## config.mk

```make
export PLATFORM = sky130hd
export DESIGN_NAME = fp_mul_param
export DESIGN_NICKNAME = d
export VERILOG_FILES = /design/src/rtl/fp_mul_param.sv
export SDC_FILE = /design/constraint.sdc
export NUM_CORES = 1
export LEC_CHECK = 0
export CAP_MARGIN = 40
export CORE_MARGIN = 3
export CORE_UTILIZATION = 52
export CTS_CLUSTER_DIAMETER = 200
export CTS_CLUSTER_SIZE = 20
export DETAILED_ROUTE_END_ITERATION = 8
export PLACE_DENSITY = 0.83
export RECOVER_POWER = 100
export SYNTH_ARGS = -nofsm -noshare
export SYNTH_HDL_FRONTEND = slang
export SYNTH_SLANG_ARGS = --single-unit
```

## constraint.sdc

```tcl
create_clock -name clk -period 2.31 [get_ports clk]
set_clock_uncertainty 0.05 [all_clocks]
set_input_delay 0.693 -clock clk [delete_from_list [all_inputs] [get_ports clk]]
set_output_delay 0.693 -clock clk [all_outputs]
set_load 0.02 [all_outputs]
```

## src/rtl/fp_mul_param.sv

```systemverilog
// fp_mul_param: parametrised multicycle floating-point multiplier with start/done handshake.
// Iterative shift-add significand core, round-to-nearest-even, flush-to-zero on denormals.
// Optional inexact flag output nxf is enabled by defining FPMUL_INEXACT_EN.
module fp_mul_param #(
   parameter int unsigned EXP_W = 8,
   parameter int unsigned MAN_W = 23
) (
   input  logic                   clk,
   input  logic                   rst,
   input  logic                   start,
   input  logic [EXP_W+MAN_W:0]   a,
   input  logic [EXP_W+MAN_W:0]   b,
   output logic                   busy,
   output logic                   done,
   output logic [EXP_W+MAN_W:0]   p,
   output logic                   of,
   output logic                   uf,
   output logic                   nanf,
   output logic                   inff,
   output logic                   dnf,
   output logic                   zf
`ifdef FPMUL_INEXACT_EN
   ,
   output logic                   nxf
`endif
);

   localparam int unsigned W   = EXP_W + MAN_W + 1;
   localparam int unsigned SW  = MAN_W + 1;
   localparam int unsigned PW  = 2 * SW;
   localparam int unsigned EW  = EXP_W + 2;
   localparam int unsigned FW1 = MAN_W + 1;
   localparam int unsigned CW  = $clog2(MAN_W + 2);
   localparam int unsigned BIAS = (1 << (EXP_W - 1)) - 1;

   localparam logic signed [EW-1:0] EXP_MAX  = EW'((1 << EXP_W) - 1);
   localparam logic signed [EW-1:0] EXP_ZERO = '0;
   localparam logic [W-1:0] QNAN = {1'b0, {EXP_W{1'b1}}, 1'b1, {(MAN_W-1){1'b0}}};

   typedef enum logic [2:0] {
      S_IDLE, S_CLASS, S_MUL, S_NORM, S_ROUND, S_DONE
   } state_t;

   state_t                  state;
   logic [W-1:0]            ra, rb;
   logic                    sign;
   logic [SW-1:0]           mcand;
   logic [PW-1:0]           prod;
   logic [CW-1:0]           cnt;
   logic signed [EW-1:0]    exp_r;
   logic [MAN_W-1:0]        frac_r;
   logic                    guard, sticky;

   // Operand field decode and classification
   logic [EXP_W-1:0] ea, eb;
   logic [MAN_W-1:0] ma, mb;
   logic a_nan, b_nan, a_inf, b_inf, a_zero, b_zero, a_den, b_den;
   logic nan_c, spec_c, sign_c;
   logic signed [EW-1:0] exp_sum_c;

   assign ea     = ra[W-2:MAN_W];
   assign eb     = rb[W-2:MAN_W];
   assign ma     = ra[MAN_W-1:0];
   assign mb     = rb[MAN_W-1:0];
   assign a_nan  = (&ea) & (|ma);
   assign b_nan  = (&eb) & (|mb);
   assign a_inf  = (&ea) & ~(|ma);
   assign b_inf  = (&eb) & ~(|mb);
   assign a_zero = ~(|ea);
   assign b_zero = ~(|eb);
   assign a_den  = a_zero & (|ma);
   assign b_den  = b_zero & (|mb);
   assign nan_c  = a_nan | b_nan | (a_inf & b_zero) | (b_inf & a_zero);
   assign spec_c = a_nan | b_nan | a_inf | b_inf | a_zero | b_zero;
   assign sign_c = ra[W-1] ^ rb[W-1];
   assign exp_sum_c = EW'(ea) + EW'(eb) - EW'(BIAS);

   // One shift-add step: conditionally add the multiplicand into the upper half, then shift right
   logic [SW:0] add_c;
   assign add_c = {1'b0, prod[PW-1:SW]} + (prod[0] ? {1'b0, mcand} : {(SW+1){1'b0}});

   // Normalisation of the raw product into fraction, guard and sticky
   logic [MAN_W-1:0]     nfrac_c;
   logic                 ng_c, ns_c;
   logic signed [EW-1:0] nexp_c;

   always_comb begin
      nfrac_c = prod[PW-3:SW-1];
      ng_c    = prod[SW-2];
      ns_c    = |prod[SW-3:0];
      nexp_c  = exp_r;
      if (prod[PW-1]) begin
         nfrac_c = prod[PW-2:SW];
         ng_c    = prod[SW-1];
         ns_c    = |prod[SW-2:0];
         nexp_c  = exp_r + EW'(1);
      end
   end

   // Round-to-nearest-even; a fraction carry-out means the significand became 2.0
   logic                 inc_c;
   logic [MAN_W:0]       rnd_c;
   logic signed [EW-1:0] rexp_c;
   logic                 of_c, uf_c;

   assign inc_c  = guard & (sticky | frac_r[0]);
   assign rnd_c  = {1'b0, frac_r} + FW1'(inc_c);
   assign rexp_c = rnd_c[MAN_W] ? exp_r + EW'(1) : exp_r;
   assign of_c   = rexp_c >= EXP_MAX;
   assign uf_c   = rexp_c <= EXP_ZERO;

   // Control FSM with registered datapath and outputs
   always_ff @(posedge clk) begin
      if (rst) begin
         state  <= S_IDLE;
         ra     <= '0;
         rb     <= '0;
         sign   <= 1'b0;
         mcand  <= '0;
         prod   <= '0;
         cnt    <= '0;
         exp_r  <= '0;
         frac_r <= '0;
         guard  <= 1'b0;
         sticky <= 1'b0;
         busy   <= 1'b0;
         done   <= 1'b0;
         p      <= '0;
         of     <= 1'b0;
         uf     <= 1'b0;
         nanf   <= 1'b0;
         inff   <= 1'b0;
         dnf    <= 1'b0;
         zf     <= 1'b0;
`ifdef FPMUL_INEXACT_EN
         nxf    <= 1'b0;
`endif
      end else begin
         done <= 1'b0;
         case (state)
            S_IDLE: begin
               if (start) begin
                  ra    <= a;
                  rb    <= b;
                  busy  <= 1'b1;
                  of    <= 1'b0;
                  uf    <= 1'b0;
                  nanf  <= 1'b0;
                  inff  <= 1'b0;
                  dnf   <= 1'b0;
                  zf    <= 1'b0;
`ifdef FPMUL_INEXACT_EN
                  nxf   <= 1'b0;
`endif
                  state <= S_CLASS;
               end
            end
            S_CLASS: begin
               sign <= sign_c;
               dnf  <= a_den | b_den;
               if (spec_c) begin
                  if (nan_c) begin
                     p    <= QNAN;
                     nanf <= 1'b1;
                  end else if (a_inf | b_inf) begin
                     p    <= {sign_c, {EXP_W{1'b1}}, {MAN_W{1'b0}}};
                     inff <= 1'b1;
                  end else begin
                     p    <= {sign_c, {(W-1){1'b0}}};
                     zf   <= 1'b1;
                  end
                  done  <= 1'b1;
                  state <= S_DONE;
               end else begin
                  mcand <= {1'b1, ma};
                  prod  <= {{SW{1'b0}}, 1'b1, mb};
                  cnt   <= CW'(MAN_W);
                  exp_r <= exp_sum_c;
                  state <= S_MUL;
               end
            end
            S_MUL: begin
               prod <= {add_c, prod[SW-1:1]};
               cnt  <= cnt - CW'(1);
               if (cnt == '0) state <= S_NORM;
            end
            S_NORM: begin
               frac_r <= nfrac_c;
               guard  <= ng_c;
               sticky <= ns_c;
               exp_r  <= nexp_c;
               state  <= S_ROUND;
            end
            S_ROUND: begin
               if (of_c) begin
                  p    <= {sign, {EXP_W{1'b1}}, {MAN_W{1'b0}}};
                  of   <= 1'b1;
                  inff <= 1'b1;
               end else if (uf_c) begin
                  p    <= {sign, {(W-1){1'b0}}};
                  uf   <= 1'b1;
                  zf   <= 1'b1;
               end else begin
                  p    <= {sign, rexp_c[EXP_W-1:0], rnd_c[MAN_W-1:0]};
               end
`ifdef FPMUL_INEXACT_EN
               nxf   <= guard | sticky | of_c | uf_c;
`endif
               done  <= 1'b1;
               state <= S_DONE;
            end
            S_DONE: begin
               busy  <= 1'b0;
               state <= S_IDLE;
            end
            default: state <= S_IDLE;
         endcase
      end
   end

endmodule

```

### A small window of the routed layout, run 1

Window x 26 to 51, y 103 to 128 µm. Cells in grey, sequential cells in the stronger grey; small squares are vias.
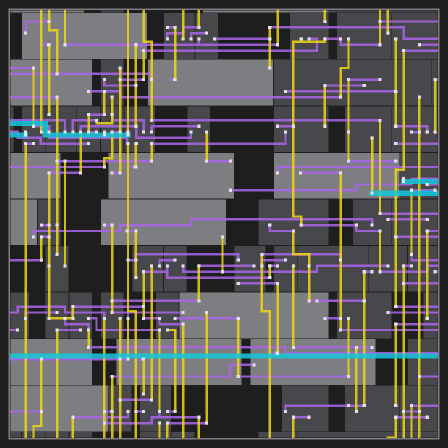
Key: M2 = yellow; M3 = cyan; M1 = purple
Netlist names of flops here include mcand (9), prod (2). Sequential cells in the window: 11. 51 logic cells have their middle in the window. Most frequent: nand2_1 (15), dfxtp_1 (10), a21oi_1 (7).

### Drive-strength map, run 1

Drawn at 2 px/µm.
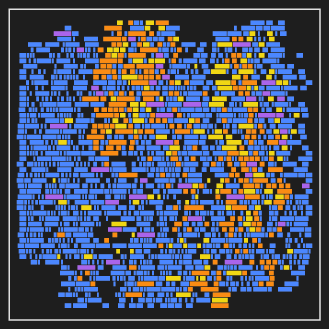
Key: x2 = yellow [cells 127, share 7.5%]; x1 and smaller = blue [cells 1294, share 76%]; x6 and larger = purple [cells 40, share 2.3%]; x3 and x4 = orange [cells 243, share 14%]

### Track usage over the die, run 1

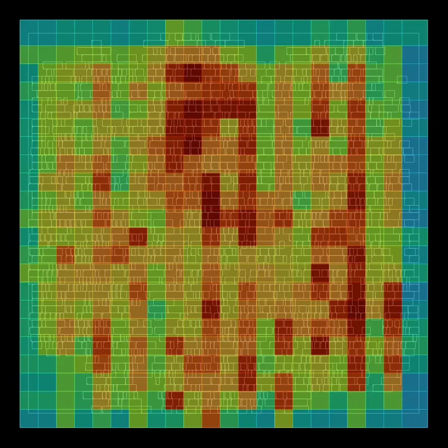
routed len/inst: 16.69 µm
fin util: 72.21%

### Signal wires on met1, run 1

Drawn at 3 px/µm.
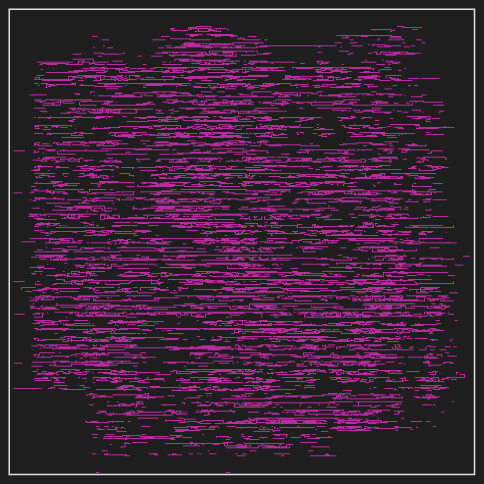
1683 nets have wire on it. The layer holds 43% of the routed length. The longest straight run is 40.2 µm. The wires run mostly horizontal. The layer carries 14100 µm of wire.

==> run notes, run 1 <==
run results: Setup crit start kind flop, Yosys Instances 1468, global placer's final weighted congestion 0.9128, final worst slack -0.2007 ns, Clk pwr share 19.5%, fmax 398.3 MHz, initial antenna violation count 0, Clock-cell share 2.434%, Critical Path End Type flop, count of hold-fix buffers inserted at cts 0, flop count approximately 220, number of non-clock buffers in the layout 320, Top Family by Delay on Critical Path simple AND/OR/NAND/NOR gates, most frequent cells in the layout nand2_1 (313), dfxtp_1 (200), buf_4 (177), status finished with violations, fraction of cell area in non-clock buffers 18.05%, multi-input combinational area share 47.66%, DP HPWL 22.47 mm, tool warning count 30, Max Root-Sink Buffers 3, Design Area, Final 0.01542 mm², sequential-to-total area share from yosys stat 38.35%, Biggest Area Class logic gates, post-synthesis cell area 0.01148 mm², Pint 7.708 mW, CTS Root Buffer Type clkbuf_16, share of cells above drive strength 1 between 20% and 30%, vias in the first global route about 11k, Final min period roughly 2.5 ns, failing checks setup timing, top cell type by total area after synthesis dfxtp_1, CP bufs+invs 3, Top Layer Used met4, Cells after Synth 1468, grt total ovfl 0, Fin. Hold Viols 0, Yosys Warn Count 0, final setup vio count 56, Slew Viols, Final 0, largest net degree at the start of global routing 68
==> run 1: metrics by stage <==
| step | TNS [ns] | worst slack (ns) |
|---|---|---|
| floorplan | -0.007248 | -0.007248 |
| global placement | -4.079 | -0.1515 |
| detailed placement | -6.801 | -0.2085 |
| CTS | -3.472 | -0.1490 |
| global route | -14.75 | -0.2961 |
| finish | -6.323 | -0.2007 |
==> run 1: state kept, by name, summed over array words and instances (netlist names), 3 cells and up <==
register	count
cnt	5
exp_r	10
ra	32
prod	48
mcand	24
frac_r	23
rb	32
p	32
state	3
==> run 1: routing by layer <==
layer  vias to the layer above  track usage (%)
met5                         -                0
met1                      5291            33.27
met4                         0            6.518
li1                       5609                -
met2                       412            42.18
met3                        91            3.078
==> run 1: power by group through the flow <==
stage          Clock (mW)  Combinational [mW]  Sequential (mW)
6_report             2.42                5.01             4.99
5_1_grt              2.59                5.47             5.06
4_1_cts              2.45                4.83             4.96
3_5_place_dp            0                4.69             5.03
3_3_place_gp            0                4.57             5.00
2_1_floorplan           0                2.87             4.97
==> run 1: final timing paths <==
kind	startpoint	end	slack, ns	depth (start not counted)
setup / recovery	frac_r[0]$_SDFFE_PP0P_	p[18]$_SDFFE_PP0P_	-0.20	10
hold / removal	p[0]$_SDFFE_PP0P_	p[0]$_SDFFE_PP0P_	0.40	2
setup reg to reg	frac_r[0]$_SDFFE_PP0P_	p[18]$_SDFFE_PP0P_	-0.20	10
hold reg to reg	p[0]$_SDFFE_PP0P_	p[0]$_SDFFE_PP0P_	0.40	2
==> run 1: cells by family after synthesis <==
logic type,Yosys count,share of synthesized area (%)
buffers and inverters,136,4.870
AOI/OAI and AO/OA,353,19.60
muxes,29,2.560
xor gates and xnor gates,55,4.195
adders and majority gates,45,5.034
and+or+nand+nor,630,25.39
DFF,220,38.35
### Placed cells, one colour a class, run 1

Drawn at 2 px/µm.
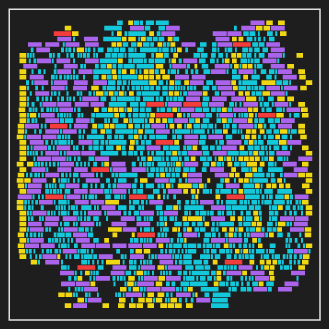

==> run 2, diff against run 1 <==
--- a/config.mk
+++ b/config.mk
@@ -13,6 +13,7 @@
 export DETAILED_ROUTE_END_ITERATION = 8
 export PLACE_DENSITY = 0.83
 export RECOVER_POWER = 100
+export SKIP_CTS_REPAIR_TIMING = 1
 export SYNTH_ARGS = -nofsm -noshare
 export SYNTH_HDL_FRONTEND = slang
 export SYNTH_SLANG_ARGS = --single-unit
### Placed cells, one colour a class, run 2

Drawn at 2 px/µm.
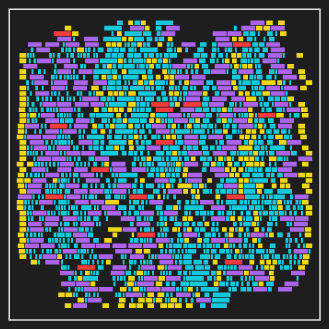
Key: remaining buffers and delay cells = yellow [cells 310, share of their area 18%]; sequential cells = purple [cells 220, share of their area 30%]; clock drivers and dummy loads = red [cells 15, share of their area 2.5%]; remaining logic cells = cyan [cells 1148, share of their area 50%]
sequential portion of the cell area: 29.03%
Design Area, Final: 0.01530 mm²
fin util: 71.65%

### Signal wires on met1, run 2

Drawn at 3 px/µm.
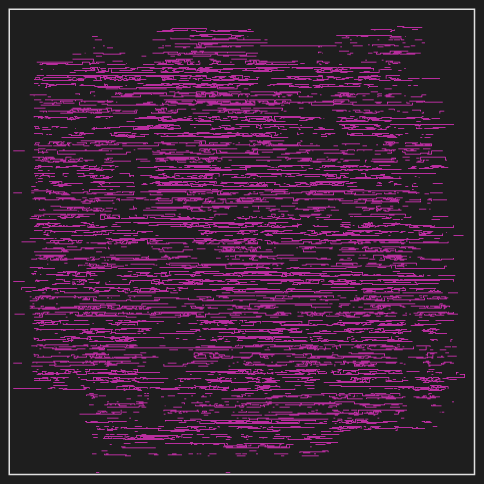
1677 nets have wire on it. The longest straight run is 39.1 µm. The layer carries 13800 µm of wire.
met1 GRT Util: 32.83%
Vias: 11.23k

==> run notes, run 2 <==
run results: status finished with violations, failing checks setup timing, top comb family, area simple AND/OR/NAND/NOR gates, Cells after Synth 1468, vias in the first global route 10.22k, Pint 7.843 mW, most frequent cells in the layout nand2_1 (313), dfxtp_1 (200), buf_4 (177), top cell type by total area after synthesis dfxtp_1, max reg flops roughly 48, XOR Share, Synth under 10%, final setup vio count approximately 70, adder-cell share of the synthesized area between 5 and 6%, Multiplexer share 2.560%, Yosys Instances between 1k and 1.5k, AO/OA Area Share 19.60%, CTS Root Buffer Type clkbuf_16, post-synthesis cell area 0.01148 mm², DP HPWL 22.47 mm, CP bufs+invs 2, final worst slack -0.2491 ns, Max Root-Sink Buffers 3, Setup TNS Final -5.771 ns, Final min period 2.559 ns, sequential-to-total area share from yosys stat between 30% and 40%, Clk pwr share 19.3%, routed len/inst 16.20 µm, Simple Share, Synth 25.39%, Fin. Hold Viols 0, Slew Viols, Final 0, grt total ovfl 0
-- run 2: tightest hold or removal path, delay by kind of cell (launching register included) --
family           cells  cell delay, ns
AND/OR/NAND/NOR      1            0.05
AND-OR/OR-AND        1            0.05
flip-flops           1            0.32
-- run 2: worst paths after layout --
kind                   startpoint                    end  slack, ns  cells past startpoint
max          prod[0]$_SDFFE_PP0P_  prod[46]$_SDFFE_PP0P_      -0.25                     11
min             p[2]$_SDFFE_PP0P_      p[2]$_SDFFE_PP0P_       0.40                      2
max reg2reg  prod[0]$_SDFFE_PP0P_  prod[46]$_SDFFE_PP0P_      -0.25                     11
min reg2reg     p[2]$_SDFFE_PP0P_      p[2]$_SDFFE_PP0P_       0.40                      2
-- run 2: layout make-up --
| cell class | count | area, µm² |
|---|---|---|
| multi-input combinational | 1113 | 7308 |
| fill | 1628 | 6053 |
| sequential | 220 | 4442 |
| timing repair buffer | 310 | 2699 |
| clock buffer | 15 | 375.4 |
| tap | 275 | 344.1 |
| inverter | 35 | 131.4 |
-- run 2: cells by family (layout without fill, tap and decap cells) --
logic type               count (synthesis)  count (layout)
AND-OR/OR-AND                          353             353
XOR/XNOR                                55              55
adder cells (fa/ha/maj)                 45              45
buffers and inverters                  136             360
flip-flops                             220             220
multiplexers                            29              29
AND/OR/NAND/NOR                        630             631
-- run 2: metal layers --
layer	part of all wire, %	routed length, µm	track usage [%]
met1	43	13840	32.83
met2	48	15360	39.66
met3	6.4	2029	2.798
met4	2.0	650	6.140
met5	0	0	0
-- run 2: power by group through the flow --
stage	sequential [mW]	combinational, mW	clock (mW)
after detailed placement	5.03	4.69	0
final	5.00	5.09	2.41
after global placement	5.00	4.57	0
after floorplan	4.97	2.87	0
after global routing	5.07	5.58	2.58
after CTS	4.94	4.73	2.45
### Drive-strength map, run 2

Drawn at 2 px/µm.
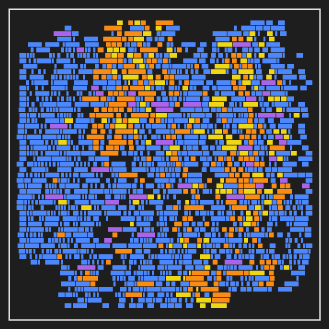

==> run 3, diff against run 2 <==
--- a/config.mk
+++ b/config.mk
@@ -7,12 +7,11 @@
 export LEC_CHECK = 0
 export CAP_MARGIN = 40
 export CORE_MARGIN = 3
-export CORE_UTILIZATION = 52
+export CORE_UTILIZATION = 40
 export CTS_CLUSTER_DIAMETER = 200
 export CTS_CLUSTER_SIZE = 20
 export DETAILED_ROUTE_END_ITERATION = 8
-export PLACE_DENSITY = 0.83
-export RECOVER_POWER = 100
+export RECOVER_POWER = 50
 export SKIP_CTS_REPAIR_TIMING = 1
 export SYNTH_ARGS = -nofsm -noshare
 export SYNTH_HDL_FRONTEND = slang
### Drive-strength map, run 3

Drawn at 2 px/µm.
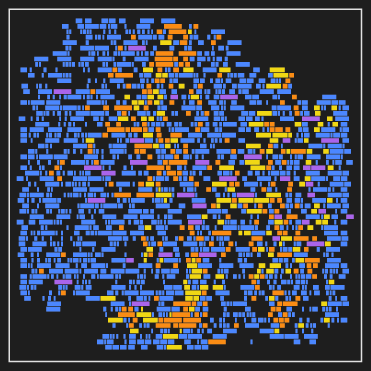
Key: x6 and larger = purple [cells 35, share 2.1%]; x2 = yellow [cells 129, share 7.6%]; x1 and smaller = blue [cells 1302, share 77%]; x3 and x4 = orange [cells 223, share 13%]
area grow syn2layout: 33.19%
Design Area, Final: 0.01529 mm²
number of non-clock buffers in the layout: 307
final worst slack: -0.2369 ns

### Track usage over the die, run 3

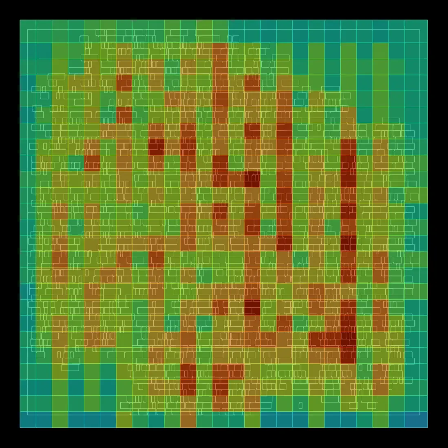
Total GRT Usage: 19.74%
fin util: 54.60%
GRT met3 Usage: 2.291%
met2 Usage GRT: 30.55%

==> run notes, run 3 <==
run results: Fin. Hold Viols 0, Vias about 11k, post-synthesis cell area 0.01148 mm², initial antenna violation count 0, Biggest register prod, most frequent cells in the layout nand2_1 (313), dfxtp_1 (195), buf_4 (175), vias in the first global route 10.12k, global placer's final weighted congestion between 0.8 and 0.9, Top Family by Delay on Critical Path simple AND/OR/NAND/NOR gates, sequential-to-total area share from yosys stat 38.35%, failing checks setup timing, final setup vio count about 47, Max Root-Sink Buffers 3, fill count 2648, final worst slack -0.2369 ns, met1 GRT Util 29.22%, Setup crit start kind flop, grt total ovfl 0, Routed met3 length 1.530 mm, largest net degree at the start of global routing about 67, top cell type by total area after synthesis dfxtp_1, CTS Root Buffer Type clkbuf_16, Critical Path End Type flop, CP bufs+invs 2, most used routing layer met2, Yosys Instances 1468, share of cells above drive strength 1 22.91%, DP HPWL 22.99 mm, status finished with violations, Placement Setup Slack -0.2270 ns, M1 WL 15.60 mm, Top Layer Used met4
[run 3: cell counts after synthesis]
No cell type changed its count.
[run 3: path summary, 6_finish.rpt]
check                              start           endpoint  slack [ns]  cells after the start
setup / recovery  frac_r[1]$_SDFFE_PP0P_  p[5]$_SDFFE_PP0P_       -0.24                      9
hold / removal         p[0]$_SDFFE_PP0P_  p[0]$_SDFFE_PP0P_        0.40                      2
setup reg to reg  frac_r[1]$_SDFFE_PP0P_  p[5]$_SDFFE_PP0P_       -0.24                      9
hold reg to reg        p[0]$_SDFFE_PP0P_  p[0]$_SDFFE_PP0P_        0.40                      2
[run 3: power breakdown]
| part | switching [mW] | internal (mW) |
|---|---|---|
| clock | 1.26 | 1.16 |
| combinational | 2.85 | 2.16 |
| sequential | 0.507 | 4.44 |
| total | 4.62 | 7.76 |
[run 3: cell families (layout without fill, tap and decap cells)]
| kind of cell | after synthesis | count (layout) | synth area share [%] |
|---|---|---|---|
| buf+inv | 136 | 357 | 4.870 |
| flops | 220 | 220 | 38.35 |
| simple gates | 630 | 630 | 25.39 |
| compound gates | 353 | 353 | 19.60 |
| xor+xnor | 55 | 55 | 4.195 |
| fa+ha+maj | 45 | 45 | 5.034 |
| mux | 29 | 29 | 2.560 |
[run 3: stage by stage]
stage,hold WS [ns],setup TNS [ns]
5_1_grt,0.4177,-12.64
2_1_floorplan,0.3817,-0.007248
3_5_place_dp,0.3905,-6.047
4_1_cts,0.4058,-9.036
3_3_place_gp,0.3868,-4.201
6_report,0.3966,-6.502
[run 3: cell type report]
class                   instances  area, µm²  share of cell area (%)
inverters                      35      131.4                  0.8590
repair buffers                307       2696                   17.63
flip-flops and latches        220       4441                   29.03
well taps                     378      473.0                   3.092
clock buffers                  15      375.4                   2.454
multi-input cells            1112       7178                   46.93
Power is estimated from default activity; no workload was simulated.
